[config.mk]
export PLATFORM = sky130hd
export DESIGN_NAME = i2c_target_regs
export DESIGN_NICKNAME = d
export VERILOG_FILES = /design/src/rtl/i2c_target_regs.sv
export SDC_FILE = /design/constraint.sdc
export NUM_CORES = 1
export LEC_CHECK = 0
export CORE_MARGIN = 5
export CORE_UTILIZATION = 57
export DETAILED_ROUTE_END_ITERATION = 12
export PLACE_DENSITY = 0.92
export SETUP_SLACK_MARGIN = 0.4
export SLEW_MARGIN = 20
export SYNTH_ARGS = -nofsm -noshare
export SYNTH_HDL_FRONTEND = slang
export SYNTH_SLANG_ARGS = --single-unit
[constraint.sdc]
create_clock -name clk -period 2.75 [get_ports clk]
set_input_delay 0.275 -clock clk [delete_from_list [all_inputs] [get_ports clk]]
set_output_delay 0.275 -clock clk [all_outputs]
set_load 0.02 [all_outputs]
[src/rtl/i2c_target_regs.sv]
// I2C target responder with an 8-bit auto-incrementing register pointer.
// Filters SCL/SDA, decodes START/STOP/address/data, drives SDA open-drain.
module i2c_target_regs #(
  parameter logic [6:0]  DEVICE_ADDR = 7'h50,
  parameter int unsigned FILTER_LEN  = 3
) (
  input  logic       clk,
  input  logic       rst_n,
  input  logic       scl_i,
  input  logic       sda_i,
  output logic       sda_oe,
  output logic [7:0] reg_addr,
  output logic [7:0] reg_wdata,
  output logic       reg_wr,
  output logic       reg_rd,
  input  logic [7:0] reg_rdata,
  output logic       busy,
  output logic       stop_det
);

  localparam logic [2:0] FiltMax = 3'(FILTER_LEN - 1);

  typedef enum logic [3:0] {
    StIdle, StAddr, StAddrAck, StWrPtr, StWrData, StWrAck, StRdData, StRdAck, StIgnore
  } state_e;

  logic [1:0] r_scl_sync, r_sda_sync;
  logic [2:0] r_scl_cnt, r_sda_cnt;
  logic       r_scl_f, r_sda_f, r_scl_q, r_sda_q;
  state_e     r_state;
  logic [3:0] r_bit_cnt;
  logic [7:0] r_shift;
  logic [7:0] r_ptr;
  logic       r_rw;
  logic       r_data_byte;

  logic w_scl_rise, w_scl_fall, w_start, w_stop, w_match;

  // Filtered level follows the synchronized pin only after FILTER_LEN equal samples.
  always_ff @(posedge clk or negedge rst_n) begin
    if (!rst_n) begin
      r_scl_sync <= 2'b11;
      r_sda_sync <= 2'b11;
      r_scl_cnt  <= '0;
      r_sda_cnt  <= '0;
      r_scl_f    <= 1'b1;
      r_sda_f    <= 1'b1;
      r_scl_q    <= 1'b1;
      r_sda_q    <= 1'b1;
    end else begin
      r_scl_sync <= {r_scl_sync[0], scl_i};
      r_sda_sync <= {r_sda_sync[0], sda_i};
      r_scl_q    <= r_scl_f;
      r_sda_q    <= r_sda_f;
      if (r_scl_sync[1] == r_scl_f) begin
        r_scl_cnt <= '0;
      end else if (r_scl_cnt == FiltMax) begin
        r_scl_f   <= r_scl_sync[1];
        r_scl_cnt <= '0;
      end else begin
        r_scl_cnt <= r_scl_cnt + 3'd1;
      end
      if (r_sda_sync[1] == r_sda_f) begin
        r_sda_cnt <= '0;
      end else if (r_sda_cnt == FiltMax) begin
        r_sda_f   <= r_sda_sync[1];
        r_sda_cnt <= '0;
      end else begin
        r_sda_cnt <= r_sda_cnt + 3'd1;
      end
    end
  end

  assign w_scl_rise = r_scl_f & ~r_scl_q;
  assign w_scl_fall = ~r_scl_f & r_scl_q;
  assign w_start    = r_scl_f & r_scl_q & r_sda_q & ~r_sda_f;
  assign w_stop     = r_scl_f & r_scl_q & ~r_sda_q & r_sda_f;
  assign w_match    = (r_shift[7:1] == DEVICE_ADDR);

  always_ff @(posedge clk or negedge rst_n) begin
    if (!rst_n) begin
      r_state     <= StIdle;
      r_bit_cnt   <= '0;
      r_shift     <= '0;
      r_ptr       <= '0;
      r_rw        <= 1'b0;
      r_data_byte <= 1'b0;
      sda_oe      <= 1'b0;
      reg_addr    <= '0;
      reg_wdata   <= '0;
      reg_wr      <= 1'b0;
      reg_rd      <= 1'b0;
      busy        <= 1'b0;
      stop_det    <= 1'b0;
    end else begin
      reg_wr   <= 1'b0;
      reg_rd   <= 1'b0;
      stop_det <= 1'b0;
      // Read data is captured the cycle after the strobe; no SCL edge can coincide.
      if (reg_rd) r_shift <= reg_rdata;

      if (w_stop) begin
        r_state  <= StIdle;
        sda_oe   <= 1'b0;
        busy     <= 1'b0;
        stop_det <= 1'b1;
      end else if (w_start) begin
        r_state   <= StAddr;
        r_bit_cnt <= '0;
        sda_oe    <= 1'b0;
        busy      <= 1'b0;
      end else begin
        case (r_state)
          StAddr, StWrPtr, StWrData: begin
            if (w_scl_rise) begin
              r_shift   <= {r_shift[6:0], r_sda_f};
              r_bit_cnt <= r_bit_cnt + 4'd1;
            end else if (w_scl_fall && r_bit_cnt == 4'd8) begin
              r_bit_cnt <= '0;
              if (r_state == StAddr) begin
                if (w_match) begin
                  sda_oe  <= 1'b1;
                  busy    <= 1'b1;
                  r_rw    <= r_shift[0];
                  r_state <= StAddrAck;
                  if (r_shift[0]) begin
                    reg_rd   <= 1'b1;
                    reg_addr <= r_ptr;
                  end
                end else begin
                  r_state <= StIgnore;
                end
              end else if (r_state == StWrPtr) begin
                r_ptr       <= r_shift;
                r_data_byte <= 1'b0;
                sda_oe      <= 1'b1;
                r_state     <= StWrAck;
              end else begin
                reg_wdata   <= r_shift;
                reg_addr    <= r_ptr;
                reg_wr      <= 1'b1;
                r_data_byte <= 1'b1;
                sda_oe      <= 1'b1;
                r_state     <= StWrAck;
              end
            end
          end
          StAddrAck: begin
            if (w_scl_fall) begin
              if (r_rw) begin
                sda_oe    <= ~r_shift[7];
                r_shift   <= {r_shift[6:0], 1'b0};
                r_bit_cnt <= 4'd1;
                r_state   <= StRdData;
              end else begin
                sda_oe    <= 1'b0;
                r_bit_cnt <= '0;
                r_state   <= StWrPtr;
              end
            end
          end
          StWrAck: begin
            if (w_scl_fall) begin
              sda_oe    <= 1'b0;
              r_bit_cnt <= '0;
              r_state   <= StWrData;
              if (r_data_byte) r_ptr <= r_ptr + 8'd1;
            end
          end
          StRdData: begin
            if (w_scl_fall) begin
              if (r_bit_cnt == 4'd8) begin
                sda_oe    <= 1'b0;
                r_bit_cnt <= '0;
                r_state   <= StRdAck;
              end else begin
                sda_oe    <= ~r_shift[7];
                r_shift   <= {r_shift[6:0], 1'b0};
                r_bit_cnt <= r_bit_cnt + 4'd1;
              end
            end
          end
          StRdAck: begin
            if (w_scl_rise) begin
              if (!r_sda_f) begin
                r_ptr    <= r_ptr + 8'd1;
                reg_addr <= r_ptr + 8'd1;
                reg_rd   <= 1'b1;
                r_state  <= StRdData;
              end else begin
                busy    <= 1'b0;
                r_state <= StIgnore;
              end
            end
          end
          StIdle, StIgnore: ;
          default: r_state <= StIdle;
        endcase
      end
    end
  end

endmodule

==> reports/qor.csv <==
stage;metric;value;unit
run_status;outcome;complete, no violations;
clock_tree;total CTS buffers;9;
final_timing;Max transition margin;58.68;%
finish;count of flip-flops and latches;61;
finish;Non-clock buffers, area share;11.28;%
clock_tree;htree depth;3;
logic_synthesis;part of the Yosys area used for sequential elements;44.74;%
power;Leak;1.739;nW
grt;maximum number of pins on one net before global-route repair;45;
power;fraction of power consumed by combinational cells;25.8;%
route;count of nets left with antenna violations after detail routing;0;
placed_design;hpwl dp;5.630;mm
route;total number of vias;2870;
final_timing;fin. max-slew vios;0;
worst_setup_path;critical path data arrival time;2.56;ns
placed_design;dpl cells;442;
worst_setup_path;required time of the critical path;2.99;ns
final_timing;ratio of final minimum period to clock period;84.13;%
logic_synthesis;Synth Area in XOR/XNOR;3.060;%
grt;initial antenna violation count;0;
min_path;Min-Delay Startpoint;sda_i;
final_timing;Final TNS setup;0;ns
clock_tree;clock slew seen by the registers of the worst setup and hold paths;0.07;ns
final_timing;post-layout worst setup margin;0.4365;ns
floorplan;number of well taps;75;
min_path;Hold Path Cell Cnt;1;
finish;fraction of final layout cells with drive strength greater than 1;19.90;%
floorplan;floorplan row count;28;
clock_tree;buffer levels on the longest clock path;2;
finish;Clock Network Area Fraction;4.787;%
finish;net count reported at finish;397;
final_timing;Final Setup Violations;0;
clock_tree;CTS root buf;sky130_fd_sc_hd__clkbuf_8;
finish;growth of design area from synthesis to finish;19.49;%
finish;Layout clock buffers;9;
finish;share of cell area taken by flip-flops and latches;37.50;%
finish;Top cell excl fill/tap;sky130_fd_sc_hd__dfrtp_1;
logic_synthesis;most popular library cell in the synthesized design by count;sky130_fd_sc_hd__dfrtp_1;
worst_setup_path;crit path cell chain;buf_4 -> buf_4 -> or3b_2 -> and2_2 -> a2111oi_4 -> mux2i_1 -> nor2_1;
logic_synthesis;multiplexer fraction of the synthesized cell area;10.27;%
grt;global-route wire length before repair;13.78;mm
logic_synthesis;total cells reported by yosys after synthesis;344;
floorplan;floorplan die width;87.63;um
finish;non-filler instance count after layout;462;
final_timing;Worst-Margin Slew;0.6182;ns
stage by stage:
| stage | cell area, um2 | utilization [%] |
|---|---|---|
| after floorplan | 3435 | - |
| after global placement | 3825 | 64.99 |
| after detailed placement | 3825 | 64.99 |
| after CTS | 4053 | 68.86 |
| after global routing | 4104 | 69.73 |
| final | 4104 | 69.73 |
power by group through the flow:
stage	registers [mW]	clock network, mW	logic [mW]
floorplan	1.20	0	0.545
global placement	1.28	0	0.684
detailed placement	1.29	0	0.704
CTS	1.28	0.821	0.712
global route	1.31	0.874	0.808
finish	1.29	0.816	0.734
flip-flops by register name, summed over array words and instances (netlist names), 3 cells and up:
register / cells
r_bit_cnt: 4
r_ptr: 8
r_scl_cnt: 3
r_sda_cnt: 3
r_shift: 8
r_state: 4
reg_addr: 8
reg_wdata: 8
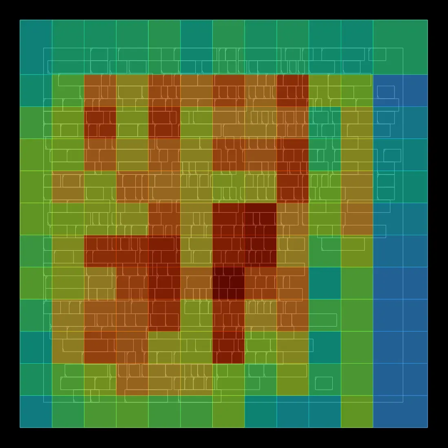
(routing congestion map)
met3 usage: 5.738%
average detailed-routed wire length per instance: 17.46 um
final core utilization: 69.73%
met1 Usage GRT: 31.57%
global-route layer with the greatest usage: met2

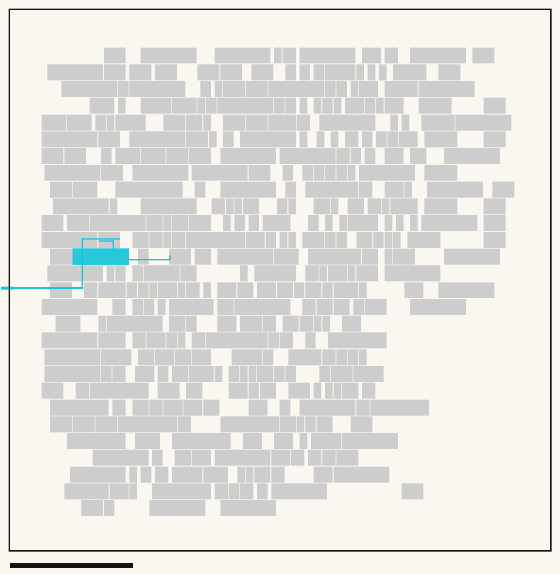
(nets reached from selected ports)
The bar under the picture is 20 um long.
Key: cyan = sda_oe [direction output, edge left, end cells 1, buffers 1, wire 39.1 um]
num ports: 33
port buffer count: 32

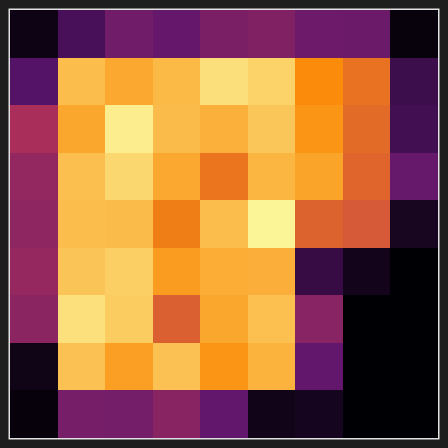
(local utilization)
9 x 9 tiles, from black (low) to pale yellow (high), 0 to 100% covered.
The fullest tile reaches 98%. The mean over all tiles is 52%. The emptiest ninth of the die: bottom right. The densest ninth of the die: middle. 42% of the tiles are over 75% full. 9.9% of the tiles are nearly empty.

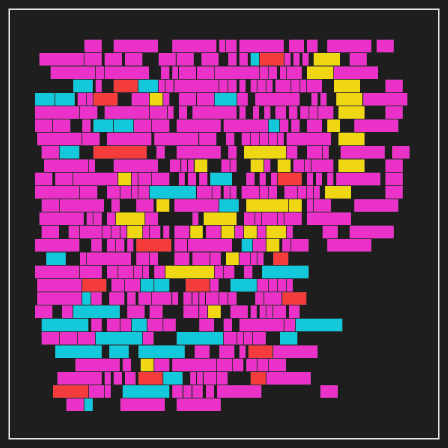
(drive-strength map)
Key: yellow = drive 3 to 4 [cells 30]; red = drive 6 and up [cells 14]; magenta = drive 1 or less [cells 310]; cyan = drive 2 [cells 33]

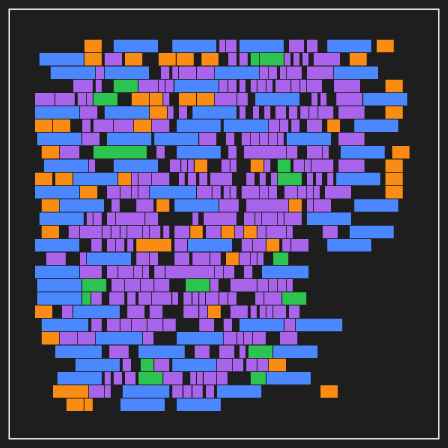
(cell classes on the final placement)
Key: green = clock drivers and dummy loads [cells 16, share of their area 4.9%]; purple = all other logic [cells 262, share of their area 45%]; orange = other buffers and delay cells [cells 48, share of their area 12%]; blue = flops [cells 61, share of their area 38%]

Power is estimated from default activity; no workload was simulated.
